clock_nets.png
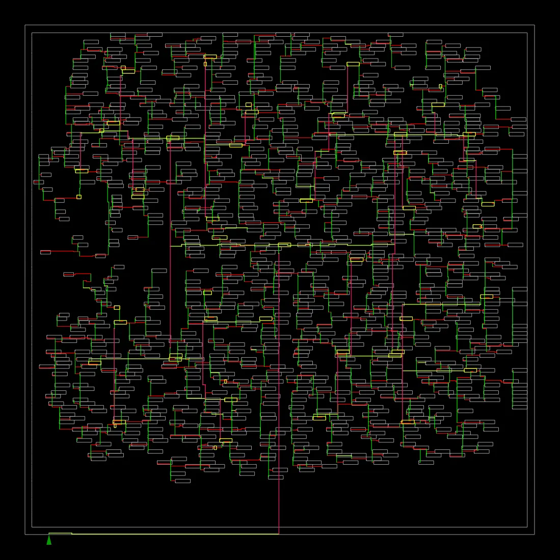
class_map.png
(1 px per um)
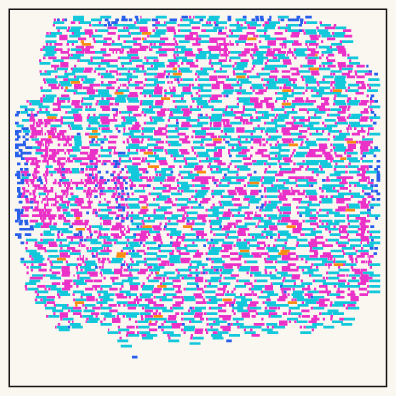
pinout.png
(1 px per um) Pins as bars across the die edge, other pins in gray.
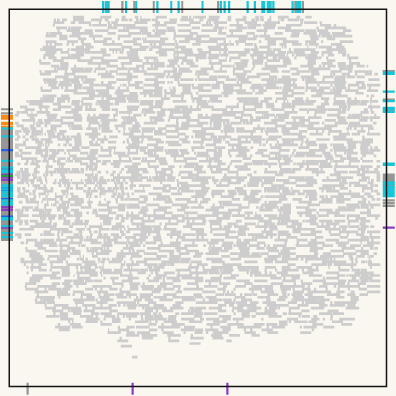
layers.png
(1 px per um)
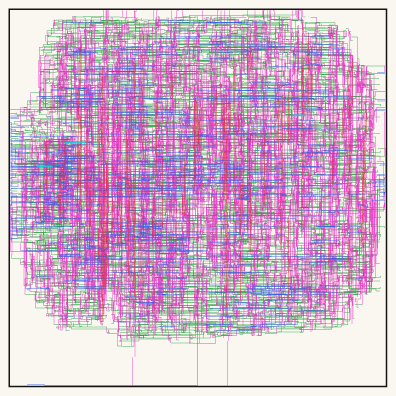
util_map.png
(1 px per um) 38 x 38 tiles, from black (low) to pale yellow (high), 0 to 100% covered.
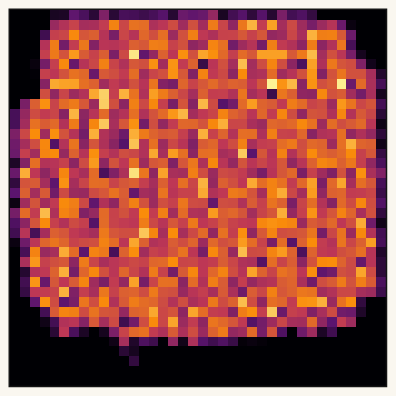
===== src/rtl/regfile_scoreboard.sv =====
// regfile_scoreboard
//   Multi-port register file with write-to-read bypass and a per-register
//   pending-write scoreboard. Issue marks a destination busy and writeback
//   clears it. Decode stalls on rdBusy or !issueReady. A flush squashes all
//   in-flight writes.
//
// Ports
//   CLK           clock, all state changes on the rising edge
//   RES           synchronous active-high reset
//   rdAddr        NRD read addresses, port i at [i*AW +: AW]
//   rdData        NRD combinational read results, port i at [i*XLEN +: XLEN]
//   rdBusy        per port: source still has an unresolved pending write
//   issueValid    an instruction writing issueRd is issuing
//   issueRd       destination of the issuing instruction
//   issueReady    issue accepted this cycle (no WAW hazard)
//   wbValid       writeback strobe
//   wbRd/wbData   writeback destination and data
//   flush         clear the whole scoreboard
//   busyMask      registered busy bit per register
//   pendingCount  registered population count of busyMask
//   wbSpurious    sticky: a writeback hit a register that was not busy
module regfile_scoreboard #(
  parameter int XLEN     = 32,
  parameter int NREG     = 32,
  parameter int NRD      = 2,
  parameter int ZERO_REG = 1,
  localparam int AW      = $clog2(NREG)
) (
  input  logic                  CLK,
  input  logic                  RES,
  input  logic [NRD*AW-1:0]     rdAddr,
  output logic [NRD*XLEN-1:0]   rdData,
  output logic [NRD-1:0]        rdBusy,
  input  logic                  issueValid,
  input  logic [AW-1:0]         issueRd,
  output logic                  issueReady,
  input  logic                  wbValid,
  input  logic [AW-1:0]         wbRd,
  input  logic [XLEN-1:0]       wbData,
  input  logic                  flush,
  output logic [NREG-1:0]       busyMask,
  output logic [AW:0]           pendingCount,
  output logic                  wbSpurious
);

  logic [XLEN-1:0] regs_q [NREG];
  logic [NREG-1:0] busy_q, busy_d;
  logic [AW:0]     pend_q, pend_d;
  logic            spur_q, spur_d;

  logic wb_wr;      // writeback targets a writable register
  logic iss_zero;   // issue targets the hardwired zero register
  logic iss_acc;    // issue is accepted and not squashed

  assign wb_wr    = !((ZERO_REG != 0) && (wbRd == '0));
  assign iss_zero = (ZERO_REG != 0) && (issueRd == '0);

  // A same-cycle writeback to the destination retires the old producer,
  // so the new one may take the register over without a WAW stall.
  assign issueReady = !RES && (!busy_q[issueRd] || (wbValid && (wbRd == issueRd)) || iss_zero);
  assign iss_acc    = issueValid && issueReady && !flush;

  genvar g;
  generate
    for (g = 0; g < NRD; g++) begin : g_rd
      logic [AW-1:0] ra;
      logic          zr;
      logic          hit;
      assign ra  = rdAddr[g*AW +: AW];
      assign zr  = (ZERO_REG != 0) && (ra == '0);
      assign hit = wbValid && wb_wr && (wbRd == ra);
      assign rdData[g*XLEN +: XLEN] = zr ? '0 : (hit ? wbData : regs_q[ra]);
      assign rdBusy[g] = busy_q[ra] && !hit && !zr;
    end
  endgenerate

  // Busy update: flush overrides everything; issue is applied after the
  // writeback clear so a same-register issue+wb leaves the bit set.
  always_comb begin
    busy_d = busy_q;
    if (flush) begin
      busy_d = '0;
    end else begin
      if (wbValid) busy_d[wbRd] = 1'b0;
      if (iss_acc && !iss_zero) busy_d[issueRd] = 1'b1;
    end
  end

  always_comb begin
    pend_d = '0;
    for (int i = 0; i < NREG; i++) pend_d = pend_d + {{AW{1'b0}}, busy_d[i]};
  end

  assign spur_d = spur_q || (wbValid && wb_wr && !flush && !busy_q[wbRd]);

  always_ff @(posedge CLK) begin
    if (RES) begin
      busy_q <= '0;
      pend_q <= '0;
      spur_q <= 1'b0;
    end else begin
      busy_q <= busy_d;
      pend_q <= pend_d;
      spur_q <= spur_d;
    end
  end

  always_ff @(posedge CLK) begin
    if (RES) begin
      for (int i = 0; i < NREG; i++) regs_q[i] <= '0;
    end else if (wbValid && wb_wr) begin
      regs_q[wbRd] <= wbData;
    end
  end

  assign busyMask     = busy_q;
  assign pendingCount = pend_q;
  assign wbSpurious   = spur_q;

endmodule


===== config.mk =====
export PLATFORM = sky130hd
export DESIGN_NAME = regfile_scoreboard
export DESIGN_NICKNAME = d
export VERILOG_FILES = /design/src/rtl/regfile_scoreboard.sv
export SDC_FILE = /design/constraint.sdc
export NUM_CORES = 2
export LEC_CHECK = 0
export ABC_CLOCK_PERIOD_IN_PS = 17800
export CAP_MARGIN = 20
export CORE_MARGIN = 5
export CORE_UTILIZATION = 44
export CTS_CLUSTER_DIAMETER = 120
export CTS_CLUSTER_SIZE = 40
export DETAILED_ROUTE_END_ITERATION = 16
export SETUP_SLACK_MARGIN = 0.05
export SLEW_MARGIN = 20
export SYNTH_ARGS = -nofsm -noshare
export SYNTH_HDL_FRONTEND = slang
export SYNTH_SLANG_ARGS = --single-unit

===== constraint.sdc =====
create_clock -name CLK -period 17.8 [get_ports CLK]
set_input_delay 3.56 -clock CLK [delete_from_list [all_inputs] [get_ports CLK]]
set_output_delay 3.56 -clock CLK [all_outputs]
set_load 0.01 [all_outputs]

==> summary.txt <==
yosys + openroad results -> reg2reg setup slack 10870 ps, Bufs and invs on worst path 4, pre-CTS setup slack 5890 ps, initial antenna violation count 24, area delta synth->final 7.66%, CP Cell Sequence clkdlybuf4s50_1, or3_1, o31ai_4, nor4_4, buf_4, o21bai_4, buf_4, o31ai_1, clkdlybuf4s50_1, 1st-pass router iterations 6, final setup fails 0, launching point of the worst reg2reg path busyMask[10], sequential power share 59.3%, clock buf count 38, CTS Hold Buffers Added 0, Tightest Hold Check Type flip-flop to flip-flop, io pins 163, P_seq 0.00293 W, number of non-clock buffers 284, Crit Path Class input port to output port, post-DP HPWL 113000 um, hold wc startpoint wbSpurious, Tmin final 11920 ps, CP top delay family buffers and inverters, vias in the first global route 36100, Flops 1063, Max Slew Vio Count 0, pin count of the biggest net entering global routing 100, Worst-path clk slew 140 ps, Via Count 36100, Critical Path Source Type input port, final net count 3814, worst slew pin tran 1170 ps, Flops after synth 1063, comb pwr 0.000815 W, hold path depth 2, # fillers 11300, Crit path depth 9, number of flip-flops in the largest register 1024, fin crit share 67.0%, tool warnings 27, worst setup margin 5880 ps, status completed, post-place instance area 62200 um^2, Setup crit start wbRd[3], crit path capture type output port, total gr overflow 0, clock network area share 1.70%, cts repair resizes 0, power consumption 0.00495 W, yosys stat chip area 58800 um^2, clk pwr 0.00120 W, Seq share, synth 53.6%, Storage cell area 31500 um^2, Ys Warns 0, reg2reg end pendingCount[4], Worst Path Required 14240 ps, TritonCTS Buffers 34, logic share of the area 40.8%, design area 63300 um^2, fin cells 5523, clock power share 24.2%, Logic area 25800 um^2
Notes on clock_nets.png above:
clk_skew: 19.9 ps
clk ins delay skew pair: 670 ps

Notes on class_map.png above:
[clock drivers and dummy loads] orange | cells: 51
[remaining logic cells] magenta | cells: 2343
[registers] cyan | cells: 1063
[remaining buffers and delay cells] blue | cells: 284

Notes on pinout.png above:
[issueValid] green | pins: 1 | direction: input | edge: west
[issueRd] blue | pins: 5 | direction: input | edge: west
[pendingCount] orange | pins: 6 | direction: output | edge: west
[rdAddr] purple | pins: 10 | direction: input | edge: 7 west, 2 south, 1 east
[rdData] cyan | pins: 64 | direction: output | edge: 25 north, 20 west, 19 east

Notes on layers.png above:
[M5] cyan | wire length: 45.1 um
[M2] magenta | wire length: 95.2 mm
[M1] green | wire length: 78.9 mm
[M4] red | wire length: 8490 um
[M3] blue | wire length: 21.2 mm
final wirelength: 204000 um
GRT Total Usage: 28.5%

Notes on util_map.png above:
fullest tile: 98%
tiles over 75% full: 7.0%
nearly empty tiles: 18%
mean over tiles: 43%
final core utilization: 47.6%
FP Core Util: 44.2%
Core Box Area: 133000 um^2

[kinds of logic (layout without fill, tap and decap cells)]
| group | count (synthesis) | in the layout | share of synthesized area [%] |
|---|---|---|---|
| mux | 706 | 706 | 25.7 |
| buf+inv | 441 | 363 | 3.15 |
| compound gates | 213 | 213 | 3.02 |
| xor+xnor | 18 | 18 | 0.268 |
| fa+ha+maj | 31 | 31 | 0.966 |
| flops | 1063 | 1063 | 53.6 |
| simple gates | 1315 | 1315 | 13.3 |
| other cells | 1 | 46 | 0.00637 |
[synth_stat cells, types with 7 or more instances]
library cell | instances | share of area, %
mux2_2 | 63 | 1.2
o21ai_0 | 31 | 0.26
mux4_2 | 639 | 24
ha_1 | 7 | 0.15
o211ai_2 | 29 | 0.62
nand3_1 | 10 | 0.085
o32ai_1 | 34 | 0.51
clkbuf_1 | 282 | 1.8
or2_1 | 7 | 0.074
edfxtp_1 | 1024 | 52
nor2b_1 | 22 | 0.23
xor2_1 | 10 | 0.15
o31ai_1 | 26 | 0.33
nand2_1 | 115 | 0.73
o32a_1 | 21 | 0.36
nor2_1 | 65 | 0.41
buf_1 | 19 | 0.12
xnor2_1 | 8 | 0.12
fa_1 | 24 | 0.82
buf_2 | 95 | 0.81
o22ai_1 | 33 | 0.35
and2_1 | 993 | 11
nand2b_1 | 41 | 0.44
dfxtp_1 | 39 | 1.3
buf_4 | 13 | 0.17
inv_1 | 28 | 0.18
or2_2 | 28 | 0.30
[metal layers]
metal  vias up  GRT usage [%]  wire length [um]
met5         -              0                45
met4         6           10.6              8490
li1      14400              -                 -
met3       379           5.92             21200
met1     19100           39.3             78900
met2      2250           45.2             95200
[tightest hold or removal path: stages, from the launching register on]
cell and delay [ps]:
dfxtp_1 370, inv_1 70, a211oi_1 60
Power is estimated from default activity; no workload was simulated.
